===== config.mk =====
export PLATFORM = sky130hd
export DESIGN_NAME = lfo_multi
export DESIGN_NICKNAME = d
export VERILOG_FILES = /design/src/rtl/lfo_multi.sv
export SDC_FILE = /design/constraint.sdc
export NUM_CORES = 1
export LEC_CHECK = 0
export CAP_MARGIN = 10
export CORE_MARGIN = 1
export CORE_UTILIZATION = 35
export DETAILED_ROUTE_END_ITERATION = 7
export HOLD_SLACK_MARGIN = 0.05
export PLACE_DENSITY = 0.49
export RECOVER_POWER = 50
export SLEW_MARGIN = 20
export SYNTH_ARGS = -nofsm -noshare
export SYNTH_HDL_FRONTEND = slang
export SYNTH_SLANG_ARGS = --single-unit
export TNS_END_PERCENT = 5

===== constraint.sdc =====
create_clock -name CK -period 7.2 [get_ports CK]
set_input_delay 2.16 -clock CK [delete_from_list [all_inputs] [get_ports CK]]
set_output_delay 2.16 -clock CK [all_outputs]
set_load 0.1 [all_outputs]

===== src/rtl/lfo_multi.sv =====
// Multi-channel LFO: CHANNELS independent counters, each with its own limit, rate prescaler
// and waveform mode (triangle, saw up, saw down, one-shot), written through one register port.
module lfo_multi #(
  parameter int CHANNELS = 2,
  parameter int WIDTH    = 8,
  parameter int RATE_W   = 8,
  localparam int CW = (CHANNELS > 1) ? $clog2(CHANNELS) : 1,
  localparam int DW = (WIDTH > RATE_W) ? WIDTH : RATE_W
) (
  input  logic                      CK,
  input  logic                      RES,
  input  logic                      WR,
  input  logic [CW-1:0]             CH_SEL,
  input  logic [1:0]                REG_SEL,
  input  logic [DW-1:0]             DIN,
  output logic [CHANNELS*WIDTH-1:0] LFO_OUT,
  output logic [CHANNELS-1:0]       DIR,
  output logic [CHANNELS-1:0]       WRAP
);

  typedef enum logic [1:0] {
    M_TRI     = 2'd0,
    M_SAW_UP  = 2'd1,
    M_SAW_DN  = 2'd2,
    M_ONESHOT = 2'd3
  } mode_t;

  localparam logic [1:0] REG_LIM  = 2'd0;
  localparam logic [1:0] REG_RATE = 2'd1;
  localparam logic [1:0] REG_MODE = 2'd2;

  genvar gi;
  generate
    for (gi = 0; gi < CHANNELS; gi++) begin : g_ch
      logic [WIDTH-1:0]  r_val;
      logic [WIDTH-1:0]  r_lim;
      logic [RATE_W-1:0] r_rate;
      logic [RATE_W-1:0] r_pre;
      mode_t             r_mode;
      logic              r_dir;
      logic              r_wrap;
      logic              w_sel;
      logic [WIDTH-1:0]  w_nval;
      logic              w_ndir;
      logic              w_nwrap;

      assign w_sel = WR && (CH_SEL == CW'(gi));

      // Result of one step, using the current limit and direction.
      always_comb begin
        w_nval  = r_val;
        w_ndir  = r_dir;
        w_nwrap = 1'b0;
        case (r_mode)
          M_TRI: begin
            if (!r_dir) begin
              if (r_val >= r_lim) begin
                w_nval = r_val - WIDTH'(1);
                w_ndir = 1'b1;
              end else begin
                w_nval = r_val + WIDTH'(1);
              end
            end else if (r_val == '0) begin
              w_nval = r_val + WIDTH'(1);
              w_ndir = 1'b0;
            end else begin
              w_nval = r_val - WIDTH'(1);
            end
            w_nwrap = (w_nval == '0);
          end
          M_SAW_UP: begin
            w_ndir = 1'b0;
            if (r_val >= r_lim) begin
              w_nval  = '0;
              w_nwrap = 1'b1;
            end else begin
              w_nval = r_val + WIDTH'(1);
            end
          end
          M_SAW_DN: begin
            w_ndir = 1'b1;
            if (r_val > r_lim) begin
              w_nval = r_lim;
            end else if (r_val == '0) begin
              w_nval  = r_lim;
              w_nwrap = 1'b1;
            end else begin
              w_nval = r_val - WIDTH'(1);
            end
          end
          default: begin
            w_ndir = 1'b0;
            if (r_val < r_lim) begin
              w_nval  = r_val + WIDTH'(1);
              w_nwrap = (w_nval == r_lim);
            end
          end
        endcase
      end

      always_ff @(posedge CK) begin
        if (RES) begin
          r_val  <= '0;
          r_lim  <= '0;
          r_rate <= '0;
          r_pre  <= '0;
          r_mode <= M_TRI;
          r_dir  <= 1'b0;
          r_wrap <= 1'b0;
        end else begin
          if (w_sel && REG_SEL == REG_LIM)  r_lim  <= DIN[WIDTH-1:0];
          if (w_sel && REG_SEL == REG_RATE) r_rate <= DIN[RATE_W-1:0];
          // A mode write restarts the channel and overrides any step due this cycle.
          if (w_sel && REG_SEL == REG_MODE) begin
            r_mode <= mode_t'(DIN[1:0]);
            r_pre  <= '0;
            r_wrap <= 1'b0;
            r_dir  <= (DIN[1:0] == 2'd2) && (r_lim != '0);
            r_val  <= (DIN[1:0] == 2'd2) ? r_lim : '0;
          end else if (r_lim == '0) begin
            r_val  <= '0;
            r_dir  <= 1'b0;
            r_pre  <= '0;
            r_wrap <= 1'b0;
          end else if (r_pre >= r_rate) begin
            r_pre  <= '0;
            r_val  <= w_nval;
            r_dir  <= w_ndir;
            r_wrap <= w_nwrap;
          end else begin
            r_pre  <= r_pre + RATE_W'(1);
            r_wrap <= 1'b0;
          end
        end
      end

      assign LFO_OUT[gi*WIDTH +: WIDTH] = r_val;
      assign DIR[gi]                    = r_dir;
      assign WRAP[gi]                   = r_wrap;
    end
  endgenerate

endmodule


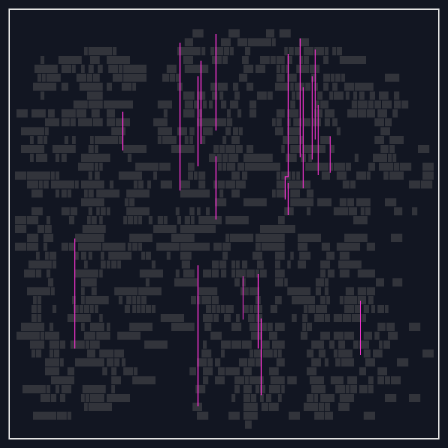
Figure 1: M4 wires.
Cells faint in the background.
- wire length on this layer: 514 um
- share of all routed wire: 2.7%
- main direction: vertical
vias post-DR: 5899
Routed WL: 19100 um

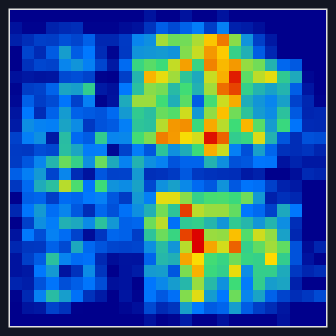
Figure 2: routed metal per tile.
The die is cut into 26 by 26 equal tiles; dark blue is low, red is high, scaled to the fullest tile. Values are wire area over tile area, all layers added.
- nearly empty tiles: 16%
- emptiest ninth of the die: upper left
- mean over tiles: 0.18
- fullest tile: 0.69
- tiles over half the peak: 17%
Wirelength per Cell: 19.2 um
GR Util All Layers: 0.229

==> Changelog: implementation <==
### Metrics

- Status: finished clean
- Vias in the first global route: 5432
- Fmax: 212 MHz
- Max-slew violation count: 0
- Starting DRT DRC Count: 510
- Cell Pwr Density: 283 nW/um2
- Detail Route met3 WL: 1520 um
- Worst-Margin Slew: 1.19 ns
- Leading area contributor after synthesis: dfxtp_1
- Fin crit share: 0.656
- Clk slew on worst S/H paths: 0.06 ns
- Layout Nets: 826
- Area grow syn2layout: 12.8%
- Max-cap viol count: 0
- Die width: 131 um
- Row cnt: 46
- Synth cell types: 82
- Initial antenna violation count: 0
- ANT nets after route: 0
- Post-Syn Nets: 821
- CP Cell Sequence: dlygate4sd3_1, nand4b_1, nor3b_1, nand2_1, o311ai_0, a221oi_1, o41ai_2
- Sequential share of power: 0.250
- Crit end category: flop
- Area fraction in xor and xnor cells: 0.0790
- Main logic family: simple AND/OR/NAND/NOR gates
- CP peak stage delay: 1.07 ns
- Ports: 34
- H-tree lvl count: 3
- Share of cells above drive strength 1: 0.0529
- Simple share: 0.247
- Slowest cell on the critical path: nor3b_1
- Post-layout min period: 4.72 ns
- Post-synth ARST share: 0
- Avg Cell Area, Syn: 7.60 um2
- Final setup margin: 2.48 ns
- Die Ht: 131 um
- Share of Yosys cell area claimed by the top area cell type: 0.248
- CTS tree: built
- Crit path max fanout: 10
- Final setup vio count: 0
- Top cells by area: dfxtp_1, ha_1, nand2_1
- Chip Area, Yosys: 5820 um2
- Crit path DAT: 4.96 ns
- RSZ-0062 raised after global routing: false
- Tool warnings: 31
- Startpoint class of the critical path: primary input
- Core area: 16100 um2
- Port Buf Inserts: 33
- Relative slew margins: 0.207
- Psw: 0.783 mW
- GPL Wtd Cong: 0.943
- GR Util met3: 0.0428
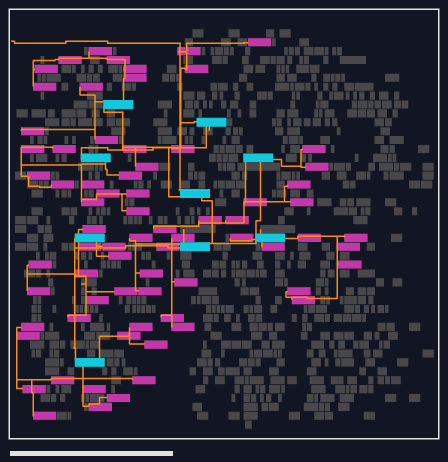
Figure 3: clock network drawn from the DEF.
Scale bar: 50 um.
- magenta: flip-flops (count 72)
- cyan: clock-net drivers (count 9)
- orange: clock wires (length 1110 um)
- flops lie: all over the die
- routed clock nets: 10
clock share of power: 0.292
power in the clock group: 0.542 mW
Latency at later pin: 0.34 ns

[path summary, 6_finish.rpt]
check	from	to	slack, ns	cells after the start
worst min-delay path	g_ch[1].r_rate[4]$_SDFFE_PP0P_	g_ch[1].r_rate[4]$_SDFFE_PP0P_	0.45	2
worst max-delay path	REG_SEL[1]	g_ch[1].r_val[5]$_SDFFE_PP0P_	2.48	7
worst max register to register	g_ch[0].r_val[0]$_SDFFE_PP0P_	g_ch[0].r_wrap$_SDFF_PP0_	3.46	9
worst min register to register	g_ch[1].r_rate[4]$_SDFFE_PP0P_	g_ch[1].r_rate[4]$_SDFFE_PP0P_	0.45	2
[layout make-up]
class	instances	area, um2	share of cell area
tap	216	270	0.0412
inverter	48	180	0.0275
multi-input combinational	604	3960	0.604
timing repair buffer	35	340	0.0519
clock buffer	12	267	0.0406
sequential	72	1440	0.220
clock inverter	4	98.8	0.0151
[registers in the layout, indices dropped and copies added, names as in the netlist]
signal,cells
g_ch.r_pre,16
g_ch.r_lim,16
g_ch.r_dir,2
g_ch.r_mode,4
g_ch.r_wrap,2
g_ch.r_val,16
g_ch.r_rate,16
[power groups by stage]
stage / Sequential [mW] / Clock, mW / Combinational, mW
2_1_floorplan: 0.521 / 0 / 0.567
3_3_place_gp: 0.471 / 0 / 0.829
3_5_place_dp: 0.471 / 0 / 0.825
4_1_cts: 0.462 / 0.553 / 0.829
5_1_grt: 0.466 / 0.566 / 0.912
6_report: 0.463 / 0.542 / 0.850
[synthesized netlist by cell type, drive strengths merged (4+ instances only)]
| cell | instances |
|---|---|
| nand2 | 91 |
| dfxtp | 72 |
| nor2 | 69 |
| a21oi | 60 |
| inv | 48 |
| ha | 42 |
| nand3 | 34 |
| xnor2 | 31 |
| o21ai | 28 |
| clkbuf | 25 |
| xor2 | 18 |
| nor3 | 16 |
| buf | 15 |
| and3 | 13 |
| nand4 | 12 |
| a31oi | 11 |
| o211ai | 11 |
| a221oi | 10 |
| o21a | 10 |
| nand2b | 9 |
| mux2i | 8 |
| nor4 | 8 |
| a22oi | 7 |
| or3 | 7 |
| a211oi | 6 |
| a21o | 6 |
| a311oi | 5 |
| nor3b | 5 |
| o2111ai | 5 |
| or4 | 5 |
| a2111oi | 4 |
| a22o | 4 |
| nor2b | 4 |
| o32ai | 4 |
| or2 | 4 |
[stage by stage]
step | instance area (um2) | total power [mW] | util
detailed placement | 6200 | 1.30 | 0.386
global placement | 6200 | 1.30 | 0.386
floorplan | 5820 | 1.09 | -
global route | 6560 | 1.94 | 0.409
finish | 6560 | 1.86 | 0.409
CTS | 6570 | 1.84 | 0.409
[layout by cell type (no fill, tap or decap), drive strengths merged, types with 11 or more instances in the layout]
cell,instances
o211ai,11
and3,13
inv,48
ha,42
xor2,18
a31oi,11
clkdlybuf4s50,29
a21oi,60
dfxtp,72
xnor2,31
nor2,69
nand4,12
nand2,91
nand3,34
clkbuf,12
nor3,16
o21ai,28
[tightest hold or removal path, delay by kind of cell, from the launching register on]
kind | cells | cell delay (ns)
and+or+nand+nor | 1 | 0.05
DFF | 1 | 0.31
AOI/OAI and AO/OA | 1 | 0.05
Power figures rest on the tool's default switching activity, not on a simulated workload.
